File: src/rtl/fifo_sync_ctrl.sv
// Pointer/flag controller for a single-clock FIFO built around an external fifomem array.
// Optional watermark flags are enabled by defining FIFO_CTRL_WATERMARK_EN.
module fifo_sync_ctrl #(
  parameter int address_Size = 3,
  parameter int af_Level     = 6,
  parameter int ae_Level     = 1
) (
  input  logic                  Clk,
  input  logic                  Rst,
  input  logic                  w_Req,
  input  logic                  r_Req,
  input  logic                  flush,
  output logic                  w_Enable,
  output logic [address_Size-1:0] w_Addr,
  output logic [address_Size-1:0] r_Addr,
  output logic                  fifo_Full,
  output logic                  fifo_Empty,
  output logic [address_Size:0] fifo_Count,
  output logic                  almost_Full,
  output logic                  almost_Empty,
  output logic                  overflow_Err,
  output logic                  underflow_Err
);

  localparam int DEPTH = 1 << address_Size;
  localparam logic [address_Size:0] PTR_ONE = (address_Size+1)'(1);

  typedef enum logic {RUN, FLUSH} state_t;

  state_t                state_q;
  logic [address_Size:0] w_ptr_q, r_ptr_q;
  logic [address_Size:0] w_ptr_d, r_ptr_d;
  logic                  overflow_q, underflow_q;
  logic                  running;
  logic                  push, pop;

  // All status flags decode the registered pointers only.
  assign fifo_Empty = (w_ptr_q == r_ptr_q);
  assign fifo_Full  = (w_ptr_q[address_Size] != r_ptr_q[address_Size]) &&
                      (w_ptr_q[address_Size-1:0] == r_ptr_q[address_Size-1:0]);
  assign fifo_Count = w_ptr_q - r_ptr_q;
  assign w_Addr     = w_ptr_q[address_Size-1:0];
  assign r_Addr     = r_ptr_q[address_Size-1:0];

  assign running  = (state_q == RUN);
  // The cycle that raises flush (and any Rst cycle) accepts nothing.
  assign push     = w_Req & ~fifo_Full  & running & ~flush & ~Rst;
  assign pop      = r_Req & ~fifo_Empty & running & ~flush & ~Rst;
  assign w_Enable = push;

  assign w_ptr_d = push ? (w_ptr_q + PTR_ONE) : w_ptr_q;
  assign r_ptr_d = pop  ? (r_ptr_q + PTR_ONE) : r_ptr_q;

  assign overflow_Err  = overflow_q;
  assign underflow_Err = underflow_q;

  always_ff @(posedge Clk) begin
    if (Rst) begin
      state_q     <= RUN;
      w_ptr_q     <= '0;
      r_ptr_q     <= '0;
      overflow_q  <= 1'b0;
      underflow_q <= 1'b0;
    end else begin
      case (state_q)
        RUN: begin
          if (w_Req && fifo_Full) overflow_q <= 1'b1;
          if (r_Req && fifo_Empty) underflow_q <= 1'b1;
          if (flush) begin
            state_q <= FLUSH;
            w_ptr_q <= '0;
            r_ptr_q <= '0;
          end else begin
            w_ptr_q <= w_ptr_d;
            r_ptr_q <= r_ptr_d;
          end
        end
        FLUSH: begin
          w_ptr_q <= '0;
          r_ptr_q <= '0;
          state_q <= flush ? FLUSH : RUN;
        end
        default: state_q <= RUN;
      endcase
    end
  end

`ifdef FIFO_CTRL_WATERMARK_EN
  localparam logic [address_Size:0] AF_CNT = (address_Size+1)'(af_Level);
  localparam logic [address_Size:0] AE_CNT = (address_Size+1)'(ae_Level);

  if (!(ae_Level < af_Level && af_Level <= DEPTH)) begin : g_bad_levels
    $error("fifo_sync_ctrl: need ae_Level < af_Level <= depth");
  end

  assign almost_Full  = (fifo_Count >= AF_CNT);
  assign almost_Empty = (fifo_Count <= AE_CNT);
`else
  if (af_Level < 0 || ae_Level < 0 || DEPTH < 2) begin : g_bad_levels
    $error("fifo_sync_ctrl: watermark levels must be non-negative");
  end

  assign almost_Full  = 1'b0;
  assign almost_Empty = 1'b0;
`endif

endmodule

File: config.mk
export PLATFORM = sky130hd
export DESIGN_NAME = fifo_sync_ctrl
export DESIGN_NICKNAME = d
export VERILOG_FILES = /design/src/rtl/fifo_sync_ctrl.sv
export SDC_FILE = /design/constraint.sdc
export NUM_CORES = 1
export LEC_CHECK = 0
export CORE_MARGIN = 3
export CORE_UTILIZATION = 39
export CTS_CLUSTER_DIAMETER = 100
export DETAILED_ROUTE_END_ITERATION = 10
export HOLD_SLACK_MARGIN = 0.05
export PLACE_DENSITY = 0.7
export SLEW_MARGIN = 0
export SYNTH_ARGS = -nofsm -noshare
export SYNTH_HDL_FRONTEND = slang
export SYNTH_SLANG_ARGS = --single-unit
File: constraint.sdc
create_clock -name Clk -period 2.1 [get_ports Clk]
set_input_delay 0.42 -clock Clk [delete_from_list [all_inputs] [get_ports Clk]]
set_output_delay 0.42 -clock Clk [all_outputs]
set_load 0.005 [all_outputs]
### Placement density heat map

The die is cut into 10 by 10 equal tiles; white is low, dark blue is high, 0 to 100% covered.
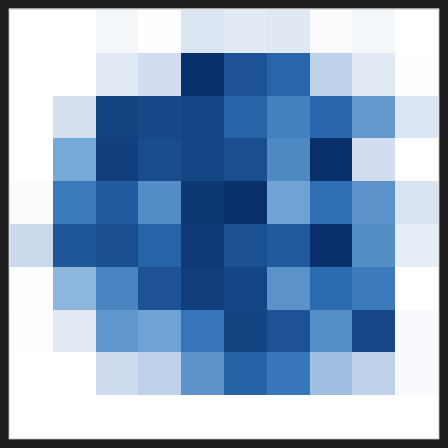
nearly empty tiles	26%
mean over tiles	44%
densest ninth of the die	middle
tiles over 75% full	31%
emptiest ninth of the die	bottom left

### Routing congestion map

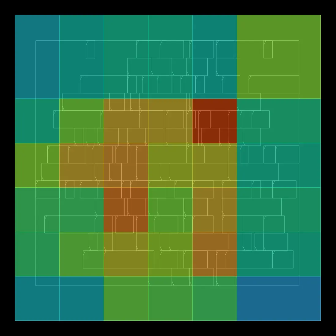
post-DR wirelength/cell: 12.1 um
met2 layer usage reported by global route: 28.6%
fin util: 64.5%
met1 usage in global routing: 18.1%
met3 usage: 4.51%

==> Changelog: implementation <==
### Metrics

- Simple-gate portion of the synthesized area: 16.0%
- Final Setup Violations: 0
- Worst min path class: reg2reg
- Area enclosed by the die boundary: 0.00226 mm2
- Power spent charging and discharging nets: 96.8 uW
- Number of buffers created by CTS: 3
- Post-Place Cells: 119
- Horizontal extent of the die: 47.5 um
- Min Hold Slack: 0.475 ns
- Final-layout setup total negative slack: 0 ns
- Number of max-cap violations: 0
- Switching fraction of total power: 23.0%
- Yosys top cell area share: 32.8%
- Post-synthesis cell count from yosys: 78
- Hold Crit Endpoint: overflow_Err$_SDFFE_PP0P_
- Tmin final: 2.00 ns
- Count of unresolved DRC violations after routing: 0
- Insertion delay to the later sink of the worst-skew pair: 0.26 ns
- Cell internal pwr: 325 uW
- Worst setup endpoint: fifo_Count[2]
- Share of total power in the clock network: 33.7%
- Final Skew: 0.00602 ns
- Share of flip-flops with an asynchronous set or reset after synthesis: 0%
- Biggest fanout along the worst timing path: 2
- Half-perimeter wire length after detailed placement: 1.19 mm
- I/O pin count: 22
- Clock transition time at the flip-flop clock pins of the worst setup and hold paths: 0.06 ns
- Critical Path Sink Type: output pin
- Number of register bits inferred by synthesis: 11
- Non-filler cells, final: 124
- Number of resized instances in the post-cts repair step: 15
- Tally of buffers added on design ports: 19
- Max Root-Sink Buffers: 2
- Buffers inserted by post-CTS timing repair: 1
- Initial antenna violation count: 0
- Antenna diode count: 0
- Critical Path Source: w_ptr_q[0]$_SDFFE_PP0P_
- Combinational gate power: 64.3 uW
- Post-Syn Instances: 78
- Yosys synthesis chip area: 672 um2
- Nets: 120
- Unrepaired setup endpoints after global routing: no
- Number of distinct standard cells referenced by the synthesized netlist: 26
- Number of cells on the worst hold path: 2
- Biggest area contributors in the synthesized netlist: dfxtp_1 (33%), ha_1 (9.3%), buf_4 (8.9%)
- Required time worst endpoint: 1.68 ns
- Maximum achievable frequency: 0.501 GHz
- Max IR drop VDD: 0.000358 V
- Clock Tree Root: clkbuf_4
- Data arrival time of the critical path: 1.58 ns
- Cts hold-fix bufs: 0
- Number of warnings the tools reported: 26
- Sequential cell power: 215 uW
- Post-synthesis share of cell area spent on full adders, half adders and majority gates: 12.3%
- Category of the most critical setup path: reg2out
- Die boundary height: 47.5 um
- Proportion of power drawn by flip-flops and latches: 51.1%
- Dominant cell by count in the synthesized netlist: dfxtp_1
- Synthesis-to-finish area growth: 49.7%
- Mean number of vias per cell: 4.78
- Top power consumer group: registers
- Setup Slack @ Placement: -0.174 ns
- DRC violation total after the first TritonRoute iteration: 9
- Max Transition Viols Final: 0
- Top non-seq family: simple AND/OR/NAND/NOR gates
- Overall power of the completed layout: 422 uW
- Synthesized area divided by synthesized cell count: 8.61 um2
- Seq share, synth: 32.8%
- Pre-antenna DRT Iters: 4
- Cell leakage power: 0.000460 uW
- Worst r2r path cells: 7
- Pwr dens: 419 mW/mm2
- Result of the run: finished, final reports clean
- Synth Warn #: 0
- Layout cells sized above 1: 34.3%
- Maximum number of pins on one net before global-route repair: 9
- Area fraction in xor and xnor cells: 11.5%
- Number of antenna-violating nets in the routed design: 0
- Reg2Reg Launch Point: r_ptr_q[2]$_SDFFE_PP0P_
- And-or/or-and share of the synthesized area: 9.87%
- Count of library flops with an enable pin: 0
- Number of global-route vias before repair: 592
- Total Routing Usage GR: 15.7%
- Reg2reg end: r_ptr_q[1]$_SDFFE_PP0P_
- Final cycle utilization of the critical path: 95.0%
- Launch instance of the worst min-delay path: overflow_Err$_SDFFE_PP0P_
- CTS sink count: 11
- Post-synth design cell area: 672 um2
- Final wirelength: 1.50 mm
- MUX area fraction: 2.98%
- Cell type with the largest total area after synthesis: dfxtp_1
- Final Wtd Congestion: 0.753
- Number of hold violations in the final report: 0
- Share of the core filled by cells before placement: 43.1%
- Setup crit start kind: register
- Post-placement cell area: 927 um2
- Wire length of the first global-routing pass: 2.48 mm
### Cells coloured by class

Bar = 10 um. Fill, decap, tap and diode cells in grey.
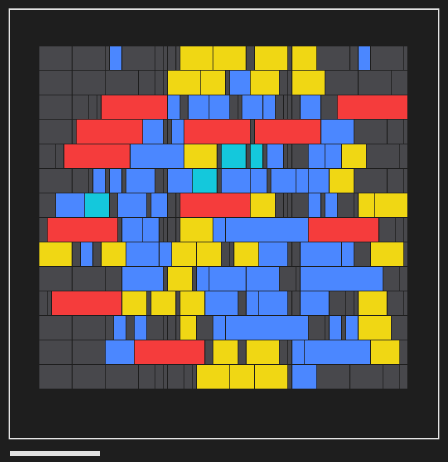
class	colour	cells	share of their area
clock drivers and dummy loads	cyan	4	2.7%
all other logic	blue	59	45%
other buffers and delay cells	yellow	34	29%
flops	red	11	23%
post-route cell area: 0.00101 mm2
Row Count: 14
fraction of area in registers: 22.6%
total core area: 0.00156 mm2

[sequential cells by signal (all words and copies together), names as in the netlist]
name,cells
overflow_Err,1
state_q,1
underflow_Err,1
r_ptr_q,4
w_ptr_q,4
[layout make-up]
class,instances,area [um2]
Fill cell,136,553
Clock buffer,4,26.3
Multi-Input combinational cell,51,413
Timing Repair Buffer,34,289
Tap cell,16,20.0
Sequential cell,11,228
Inverter,8,30.0
[worst max-delay path: stages, from the launching register on]
cell	delay (ns)
dfxtp_2	0.33
inv_2	0.05
ha_4	0.15
fa_1	0.37
xnor2_1	0.16
dlygate4sd2_1	0.25
[per-layer routing]
layer | global-route usage (%) | wire, um
met5 | 0 | 0
met1 | 18.1 | 650
met3 | 4.51 | 53
met2 | 28.6 | 798
met4 | 3.31 | 0
No activity file was given, so power comes from the tool's default toggle rates.
